==> config.mk <==
export PLATFORM = sky130hd
export DESIGN_NAME = fetch_pc_unit_flat
export DESIGN_NICKNAME = d
export VERILOG_FILES = /design/src/rtl/fetch_pc_unit_if.sv /design/src/rtl/fetch_pc_unit.sv /design/src/flat_wrapper.sv
export SDC_FILE = /design/constraint.sdc
export NUM_CORES = 1
export LEC_CHECK = 0
export ABC_AREA = 1
export CORE_MARGIN = 10
export CORE_UTILIZATION = 45
export DETAILED_ROUTE_END_ITERATION = 16
export GPL_ROUTABILITY_DRIVEN = 0
export PLACE_DENSITY_LB_ADDON = 0.3
export SLEW_MARGIN = 20
export SYNTH_ARGS = -nofsm -noshare
export SYNTH_HDL_FRONTEND = slang
export SYNTH_SLANG_ARGS = --single-unit
==> constraint.sdc <==
create_clock -name clk -period 2.9 [get_ports clk]
set_clock_uncertainty 0.15 [all_clocks]
set_input_delay 0.725 -clock clk [delete_from_list [all_inputs] [get_ports clk]]
set_output_delay 0.725 -clock clk [all_outputs]
set_load 0.01 [all_outputs]
==> src/rtl/fetch_pc_unit_if.sv <==
`default_nettype none
// ============================================================================
// fetch_pc_unit_if : instruction-memory req/ack fetch bus
// Rev 1.0
// ============================================================================
interface fetch_pc_unit_if #(
  parameter int dataWidth = 64,
  parameter int instWidth = 32
);
  logic                 imemReq;
  logic [dataWidth-1:0] imemAddr;
  logic                 imemAck;
  logic [instWidth-1:0] imemData;

  modport master (
    output imemReq,
    output imemAddr,
    input  imemAck,
    input  imemData
  );

  modport slave (
    input  imemReq,
    input  imemAddr,
    output imemAck,
    output imemData
  );
endinterface
`default_nettype wire

==> src/rtl/fetch_pc_unit.sv <==
`default_nettype none
// ============================================================================
// fetch_pc_unit : PC register, imem req/ack fetch and single-entry decode slot
// Rev 1.0
// ============================================================================
module fetch_pc_unit #(
  parameter int                   dataWidth = 64,
  parameter int                   instWidth = 32,
  parameter logic [dataWidth-1:0] resetPC   = '0
) (
  input  logic                 clk,
  input  logic                 rst,
  input  logic [dataWidth-1:0] nextPC,
  output logic [dataWidth-1:0] pcPlus4,
  output logic [dataWidth-1:0] pc,
  output logic [instWidth-1:0] instr,
  output logic [dataWidth-1:0] instrPC,
  output logic                 instrValid,
  input  logic                 stall,
  input  logic                 flush,
  fetch_pc_unit_if.master      imem
);

  localparam logic [1:0] FETCH = 2'd0;
  localparam logic [1:0] FULL  = 2'd1;
  localparam logic [1:0] DRAIN = 2'd2;

  logic [1:0]           state_q,      state_d;
  logic [dataWidth-1:0] pc_q,         pc_d;
  logic [dataWidth-1:0] drainAddr_q,  drainAddr_d;
  logic [instWidth-1:0] instr_q,      instr_d;
  logic [dataWidth-1:0] instrPC_q,    instrPC_d;
  logic                 instrValid_q, instrValid_d;

  always_ff @(posedge clk) begin
    if (rst) begin
      state_q      <= FETCH;
      pc_q         <= resetPC;
      drainAddr_q  <= '0;
      instr_q      <= '0;
      instrPC_q    <= '0;
      instrValid_q <= 1'b0;
    end else begin
      state_q      <= state_d;
      pc_q         <= pc_d;
      drainAddr_q  <= drainAddr_d;
      instr_q      <= instr_d;
      instrPC_q    <= instrPC_d;
      instrValid_q <= instrValid_d;
    end
  end

  always_comb begin
    state_d      = state_q;
    pc_d         = pc_q;
    drainAddr_d  = drainAddr_q;
    instr_d      = instr_q;
    instrPC_d    = instrPC_q;
    instrValid_d = instrValid_q;
    case (state_q)
      FETCH: begin
        if (flush) begin
          pc_d         = nextPC;
          instrValid_d = 1'b0;
          // An unanswered request must still be completed before redirecting.
          if (!imem.imemAck) begin
            drainAddr_d = pc_q;
            state_d     = DRAIN;
          end
        end else if (imem.imemAck) begin
          instr_d      = imem.imemData;
          instrPC_d    = pc_q;
          instrValid_d = 1'b1;
          pc_d         = nextPC;
          state_d      = FULL;
        end
      end
      FULL: begin
        if (flush) begin
          instrValid_d = 1'b0;
          pc_d         = nextPC;
          state_d      = FETCH;
        end else if (!stall) begin
          instrValid_d = 1'b0;
          state_d      = FETCH;
        end
      end
      DRAIN: begin
        if (flush) pc_d = nextPC;
        if (imem.imemAck) state_d = FETCH;
      end
      default: state_d = FETCH;
    endcase
  end

  always_comb begin
    imem.imemReq  = ((state_q == FETCH) || (state_q == DRAIN)) && !rst;
    imem.imemAddr = (state_q == DRAIN) ? drainAddr_q : pc_q;
    pcPlus4       = pc_q + dataWidth'(4);
  end

  assign pc         = pc_q;
  assign instr      = instr_q;
  assign instrPC    = instrPC_q;
  assign instrValid = instrValid_q;

endmodule
`default_nettype wire

==> src/flat_wrapper.sv <==
// flat-port wrapper written by rule: the top's interface ports become plain ports
module fetch_pc_unit_flat 
#(
  parameter int                   dataWidth = 64,
  parameter int                   instWidth = 32,
  parameter logic [dataWidth-1:0] resetPC   = '0
)
  (clk, rst, nextPC, pcPlus4, pc, instr, instrPC, instrValid, stall, flush, imem_imemReq, imem_imemAddr, imem_imemAck, imem_imemData);
  fetch_pc_unit_if #(.dataWidth(dataWidth), .instWidth(instWidth)) imem_i ();
  input  logic clk;
  input  logic rst;
  input  logic [dataWidth-1:0] nextPC;
  output logic [dataWidth-1:0] pcPlus4;
  output logic [dataWidth-1:0] pc;
  output logic [instWidth-1:0] instr;
  output logic [dataWidth-1:0] instrPC;
  output logic instrValid;
  input  logic stall;
  input  logic flush;
  output wire logic [$bits(imem_i.imemReq)-1:0] imem_imemReq;
  output wire logic [$bits(imem_i.imemAddr)-1:0] imem_imemAddr;
  input wire logic [$bits(imem_i.imemAck)-1:0] imem_imemAck;
  input wire logic [$bits(imem_i.imemData)-1:0] imem_imemData;
  assign imem_imemReq = imem_i.imemReq;
  assign imem_imemAddr = imem_i.imemAddr;
  assign imem_i.imemAck = imem_imemAck;
  assign imem_i.imemData = imem_imemData;
  fetch_pc_unit #(.dataWidth(dataWidth), .instWidth(instWidth), .resetPC(resetPC)) u_core (.clk(clk), .rst(rst), .nextPC(nextPC), .pcPlus4(pcPlus4), .pc(pc), .instr(instr), .instrPC(instrPC), .instrValid(instrValid), .stall(stall), .flush(flush), .imem(imem_i));
endmodule
==> run_1/met1.png <==
The bar under the picture is 50 µm long. Supply wires on this layer in grey.
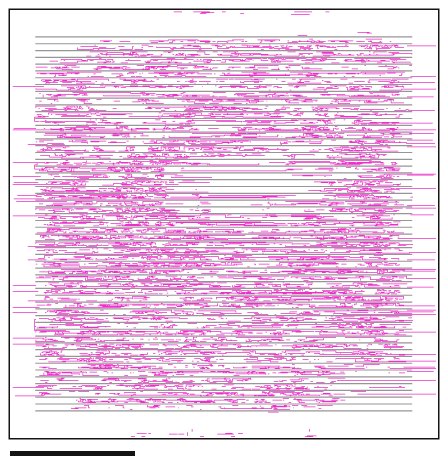
wire length on this layer = 16,700 µm
share of all routed wire = 37%

==> run_1/met3.png <==
The bar under the picture is 50 µm long.
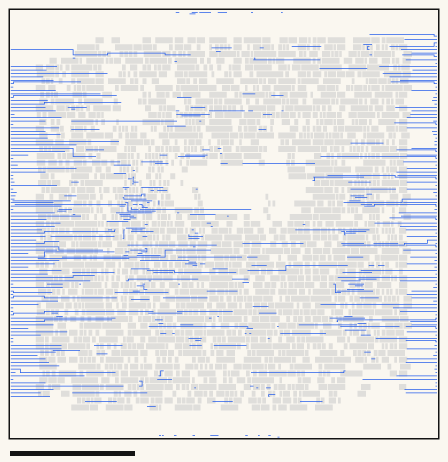
main direction = horizontal
wire length on this layer = 4,780 µm
longest straight run = 46.2 µm
share of all routed wire = 10%

==> run_1/final_congestion.png <==
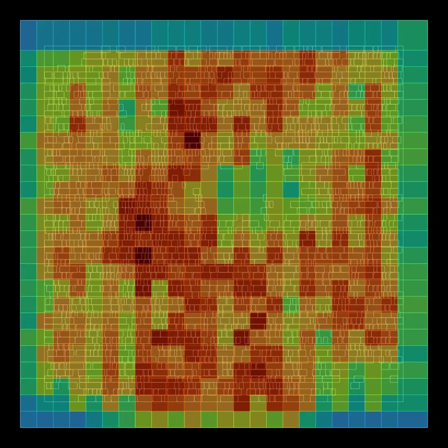
M2 GR Usage: 0.504
met3 Usage GRT: 0.0882
Avg WL per Cell: 20.4 µm
final core occ: 0.749
GRT busiest layer: met2

==> run_1/gate_families.png <==
The bar under the picture is 50 µm long.
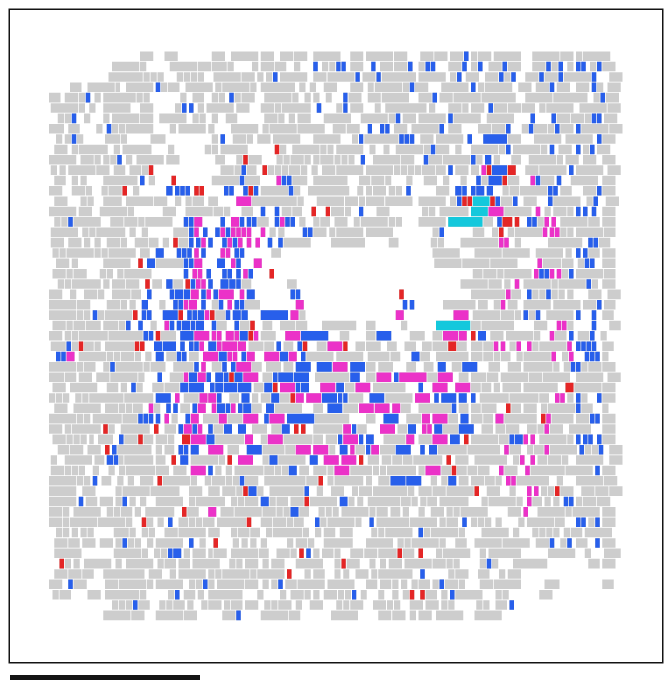
cyan -> adder and majority cells  # cells 4
blue -> NAND gates  # cells 412
red -> inverters  # cells 76
magenta -> NOR gates  # cells 167

==> qor.yml, run 1 <==
cpLargestDelayFamily: "buffers and inverters"
rsz0062_at_grt: "yes"
power_frac_seq: 0.375
comb_cell_power_mw: 2.76
run_status: "finished, violations left"
whs_ns: 0.314
finalWorstSetupSlack_ns: -0.109
crit_end: "pcPlus4[27]"
hold-path-endpoint: "u_core.instr[22]$_SDFFE_PP0P_"
hp-start: "u_core.instr[22]$_SDFFE_PP0P_"
dpl.cell_count: 2158
seq_power_mw: 3.70
layout_top_cells: "314 x nand2_1, 265 x clkdlybuf4s50_1, 228 x o21ai_0, 206 x a21oi_1, 182 x dfxtp_1"
p_clk_mw: 3.41
worstSetupPathType: "register to primary output"
clock_power_share: 0.345
swShare: 0.314
grt_max_degree: 92
die-height_um: 171
cts_resized: 485
tightest_slew_ns: 0.542
stdcell_count: 2240
min_path_cells: 2
r2r_end: "u_core.pc[33]$_SDFFE_PP0P_"
postCtsSetupBuffers: 27
finalSetupTns_ns: -0.896
fin_area_um2: 16900
final-setup-viol-count: 21
pre_cts_ws_ns: -0.0875
cpPeakStageDelay_ns: 0.37
firstDrtPassIters: 6
wl_um: 45700
h-tree-depth: 1
place_area_um2: 15000
reg2reg_slack_ns: 0.84
drt.antenna.violating_nets: 0
cts_sinks: 227
cp-start-kind: "register"
syn_area_um2: 10300
crit_path_cell_trace: "inv_2, nor2_4, nand2_4, buf_6, nor2_4, nand2_4, buf_4, buf_4, xor2_1, buf_2"
area_growth_syn_to_layout_pct: 64.3
violations: "setup timing"
cellPowerDensity_nw_per_um2: 583
cts_tree: "done"
critPathLaunch: "u_core.pc[2]$_SDFFE_PP0P_"
initCoreUtil: 0.456
drive_gt1_frac: 0.242
cts_buffers: 24
cap_viol_max_count: 0
syn_area_per_cell_um2: 6.99
avgViaCountPerCell: 5.43
finalClockPeriodUsage: 1.04
p_int_mw: 6.77
power.switching_mw: 3.10
endpoint_kind: "primary output"
port_buffers: 390
cp.arrival_ns: 2.13
hold_buffers: 0
vias: 12200
clk_path_buf_depth: 3
clock_latency_ns: 0.53
cts-root-buf: "clkbuf_16"
coreArea_um2: 22600
seq_area_frac_synth: 0.441
r2r-start: "u_core.state_q[1]$_SDFFE_PP0P_"
grt_overflow: 0
fmax_mhz: 332
ys_types: 30
warning_count: 30
syn_nets: 1577
fin_crit_ns: 3.01
p_leak_nw: 6.98
ys_cells: 1472
final_nets: 2043
slew_violations: 0
first_iter_violations: 1104
grt_pass1_vias: 11600
power_leader: "registers"
dp_hpwl_um: 32800
grt_pass1_wl_um: 66600
path_clk_slew_ns: 0.06
path_buffers: 5
grt.total_usage: 0.286
total_power_mw: 9.87
yosys_area_um2: 10300
synth_cells: 1472
antenna_found_initial: 0
cp_num_cells: 10
die-area_um2: 29300
n_antenna_cell: 0
rows: 55
worstPathMaxFanout: 4
dieWidth_um: 171
hp-class: "register to register"
ir_worst_vdd_v: 0.000457
[run 1: cell families (layout without fill, tap and decap cells)]
kind of cell / count (synthesis) / count (layout) / share of synthesized area
compound gates: 459 / 459 / 0.223
xor+xnor: 31 / 31 / 0.0264
fa+ha+maj: 4 / 4 / 0.00486
buf+inv: 171 / 654 / 0.0750
flops: 227 / 227 / 0.441
simple gates: 580 / 580 / 0.229
[run 1: synth_stat cells (all sizes together)]
library cell | n | area, µm²
clkbuf | 49 | 185
clkinv | 1 | 3.75
buf | 46 | 302
nand3 | 17 | 103
a21oi | 206 | 1030
nand4 | 13 | 81.3
xor2 | 29 | 254
xnor2 | 2 | 17.5
dfxtp | 227 | 4540
nor2 | 167 | 696
ha | 4 | 50.1
nand3b | 2 | 15.0
or2 | 1 | 6.26
inv | 75 | 282
nand2 | 380 | 1460
o21ai | 253 | 1270
[run 1: registers in the layout, indices dropped and copies added, names as in the netlist]
| name | cells |
|---|---|
| u_core.drainAddr_q | 64 |
| u_core.instr | 32 |
| u_core.instrPC | 64 |
| u_core.instrValid | 1 |
| u_core.pc | 64 |
| u_core.state_q | 2 |
[run 1: worst min-delay path: cells and delay by family, from the launching register on]
family,cells,cell delay [ns]
flip-flops,1,0.31
AND/OR/NAND/NOR,1,0.06
AND-OR/OR-AND,1,0.05
[run 1: layer usage]
metal | track usage | wire length, µm
met3 | 0.0882 | 4780
met4 | 0.0979 | 1780
met2 | 0.504 | 22500
met1 | 0.319 | 16700
met5 | 0 | 0
[run 1: area by class of cell]
type                       count  area, µm²
clock buffer                  35        723
clock inverter                 8        143
fill                        1635       5660
inverter                      76        299
multi-input combinational   1074       5730
sequential                   227       4630
tap                          285        357
timing repair buffer         535       5030
==> run_1/zoom.png <==
The bar under the picture is 10 µm long. Region (108, 23) to (148, 63) µm. Cells in grey, sequential cells in the stronger grey; small squares are vias.
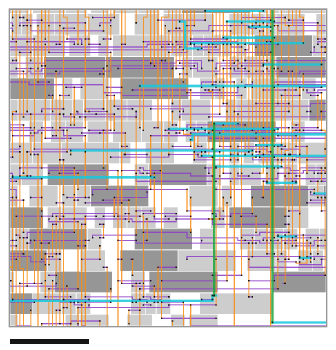

## Run 2: what changed since run 1
- PLACE_DENSITY: not set -> 0.82
- PLACE_DENSITY_LB_ADDON: 0.3 -> not set
==> run_2/zoom.png <==
The bar under the picture is 10 µm long. Region (108, 23) to (148, 63) µm. Cells in grey, sequential cells in the stronger grey; small squares are vias.
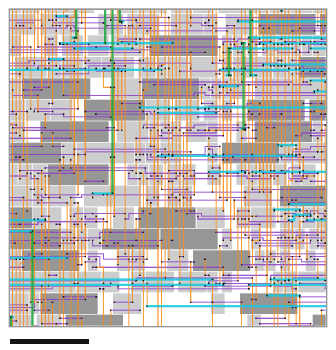
green -> met4
purple -> met1
orange -> met2
cyan -> met3
netlist names of flops here include = `u_core.drainAddr_q` (10), `u_core.instrPC` (6), `u_core.pc` (5)
sequential cells in the window = 21
cells with their middle in the window = 157
most frequent = o21ai_0 (23), nand2_1 (21), nor2_1 (20)

==> run 2 against run 1 <==
  * The flow still finishes with violations (setup timing)
  * Maximum frequency decreased by 1.9%
  * Core utilization increased by 1.1 points
  * Via count increased by 4.2%
  * Combinational power increased by 5%
  * Design area increased by 1.4%
  * Wire length increased by 5.8%
  * Synthesized cell count unchanged
  * Area after synthesis unchanged
  * Clock-buffer cell count decreased by 3
  * First-iteration DRC count increased by 29%
  * Worst hold slack improved by 0.00056 ns
==> qor.yml, run 2 <==
run_status: "finished, violations left"  # unchanged
violations: "setup timing"  # unchanged
cts_buffers: 24  # unchanged
wl_met3_um: 5430  # was 4780 µm
rows: 55  # unchanged
seq_area_frac_synth: 0.441  # unchanged
whs_ns: 0.314  # about the same
cp_num_cells: 12  # was 10
die-area_um2: 29300  # unchanged
aoi_share: 0.223  # unchanged
final_nets: 2076  # was 2,043
coreArea_um2: 22600  # unchanged
adder_share: 0.00486  # unchanged
cts_tree: "done"  # unchanged
cp-start-kind: "register"  # unchanged
warning_count: 30  # unchanged
ys_types: 30  # unchanged
h-tree-depth: 1  # unchanged
cts-root-buf: "clkbuf_16"  # unchanged
cpPeakStageDelay_ns: 0.36  # was 0.37 ns
stdcell_count: 2273  # was 2,240
p_clk_mw: 3.18  # was 3.41 mW
die-height_um: 171  # unchanged
endpoint_kind: "primary output"  # unchanged
tightest_slew_ns: 0.586  # was 0.542 ns
cellPowerDensity_nw_per_um2: 569  # was 583 nW/µm²
ys_sh_simple: 0.229  # unchanged
finalClockPeriodUsage: 1.06  # was 1.04
comb_cell_power_mw: 2.89  # was 2.76 mW
synth.area.top_cells: "dfxtp_1 44%, nand2_1 13%, o21ai_0 12%, a21oi_1 10%, nor2_1 5.7%"  # unchanged
cpLargestDelayFamily: "simple AND/OR/NAND/NOR gates"  # was buffers and inverters
synth_cells: 1472  # unchanged
clock_power_share: 0.326  # was 0.345
grt_overflow: 0  # unchanged
clock_latency_ns: 0.53  # about the same
slew_violations: 0  # unchanged
grt.total_usage: 0.301  # was 0.286
seq_power_mw: 3.69  # was 3.70 mW
grt_max_degree: 69  # was 92
firstDrtPassIters: 6  # unchanged
final-setup-viol-count: 39  # was 21
ys.flop_type: "dfxtp_1"  # unchanged
total_power_mw: 9.76  # was 9.87 mW
syn_area_per_cell_um2: 6.99  # unchanged
first_iter_violations: 1421  # was 1,104
ys_cells: 1472  # unchanged
xor_share: 0.0264  # unchanged
drive_gt1_frac: 0.276  # was 0.242
cts_sinks: 227  # unchanged
grt_pass1_wl_um: 70300  # was 66,600 µm
synth_top_cell_by_count: "nand2_1"  # unchanged
hp-class: "register to register"  # unchanged
power_leader: "registers"  # unchanged
fmax_mhz: 326  # was 332 MHz
fin_crit_ns: 3.07  # was 3.01 ns
synth_area_leader_cell: "dfxtp_1"  # unchanged
wl_per_cell_um: 21.3  # was 20.4 µm
path_clk_slew_ns: 0.06  # about the same
power.switching_mw: 3.15  # was 3.10 mW
synth_async_sr_flop_share: 0  # unchanged
post-route-util: 0.760  # was 0.749
antenna_found_initial: 1  # was 0
mux_share: 0  # unchanged
top_cells_by_count: "370 x nand2_1, 237 x o21ai_0, 227 x dfxtp_1"  # unchanged
synth-edff-count: 0  # unchanged
worstPathMaxFanout: 3  # was 4
finalSetupTns_ns: -2.89  # was -0.896 ns
port_buffers: 390  # unchanged
finalWorstSetupSlack_ns: -0.168  # was -0.109 ns
syn_nets: 1577  # unchanged
rsz0062_at_grt: "yes"  # unchanged
layout_top_cells: "296 x nand2_1, 264 x clkdlybuf4s50_1, 226 x o21ai_0, 206 x a21oi_1, 183 x dfxtp_1"  # was 314 x nand2_1, 265 x clkdlybuf4s50_1, 228 x o21ai_0, 206 x a21oi_1, 182 x dfxtp_1
swShare: 0.323  # was 0.314
avgViaCountPerCell: 5.58  # was 5.43
power_frac_seq: 0.378  # was 0.375
syn_area_um2: 10300  # unchanged
cp.arrival_ns: 2.19  # was 2.13 ns
==> run_2/met3.png <==
The bar under the picture is 50 µm long.
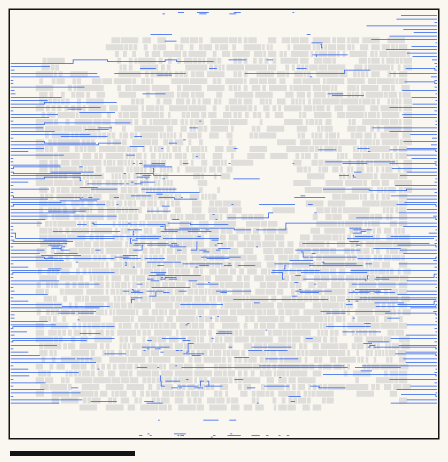
main direction = horizontal
wire length on this layer = 5,430 µm
share of all routed wire = 11%
longest straight run = 66.2 µm
nets with wire on the layer = 406
Routed WL: 48,400 µm
vias: 12,700
met3 Usage GRT: 0.110

==> run 2: cell counts after synthesis <==
Identical to the previous run, type by type.
==> run 2: cells by family after synthesis <==
family,after synthesis
simple gates,580
compound gates,459
flops,227
buf+inv,171
xor+xnor,31
fa+ha+maj,4
==> run 2: worst paths after layout <==
path         slack (ns)                             endpoint                           start
max               -0.17                          pcPlus4[52]       u_core.pc[2]$_SDFFE_PP0P_
min                0.31       u_core.instrPC[7]$_SDFFE_PP0P_  u_core.instrPC[7]$_SDFFE_PP0P_
max reg2reg        0.81  u_core.drainAddr_q[41]$_SDFFE_PP0P_  u_core.state_q[1]$_SDFFE_PP0P_
min reg2reg        0.31       u_core.instrPC[7]$_SDFFE_PP0P_  u_core.instrPC[7]$_SDFFE_PP0P_
==> run 2: per-stage QoR <==
| step | setup WS [ns] | cell area [µm²] |
|---|---|---|
| after floorplan | 0.469 | 10300 |
| after global placement | -0.0439 | 15100 |
| after detailed placement | -0.0965 | 15100 |
| after CTS | -0.117 | 16400 |
| after global routing | -0.260 | 17200 |
| final | -0.168 | 17200 |
==> run 2: final cells by class <==
class | instances | area, µm²
well taps | 285 | 357
fillers | 1612 | 5420
inverters | 76 | 299
clock inverters | 10 | 103
diodes | 1 | 2.50
flip-flops and latches | 227 | 4620
multi-input cells | 1074 | 5820
repair buffers | 568 | 5250
clock buffers | 32 | 702
==> run 2: routing by layer <==
metal,GRT usage,vias up
met1,0.330,5968
met2,0.515,740
met4,0.125,0
li1,-,5820
met3,0.110,156
met5,0,-
==> run 2: timing repair <==
action                     in CTS  in global routing
buffers inserted               31                 29
resized                       561                205
hold buffers                    0                  0
pin swaps                      33                 77
cloned                          1                  0
hold endpoints to repair        0                  0
setup endpoints to repair     125                 63
No activity file was given, so power comes from the tool's default toggle rates.
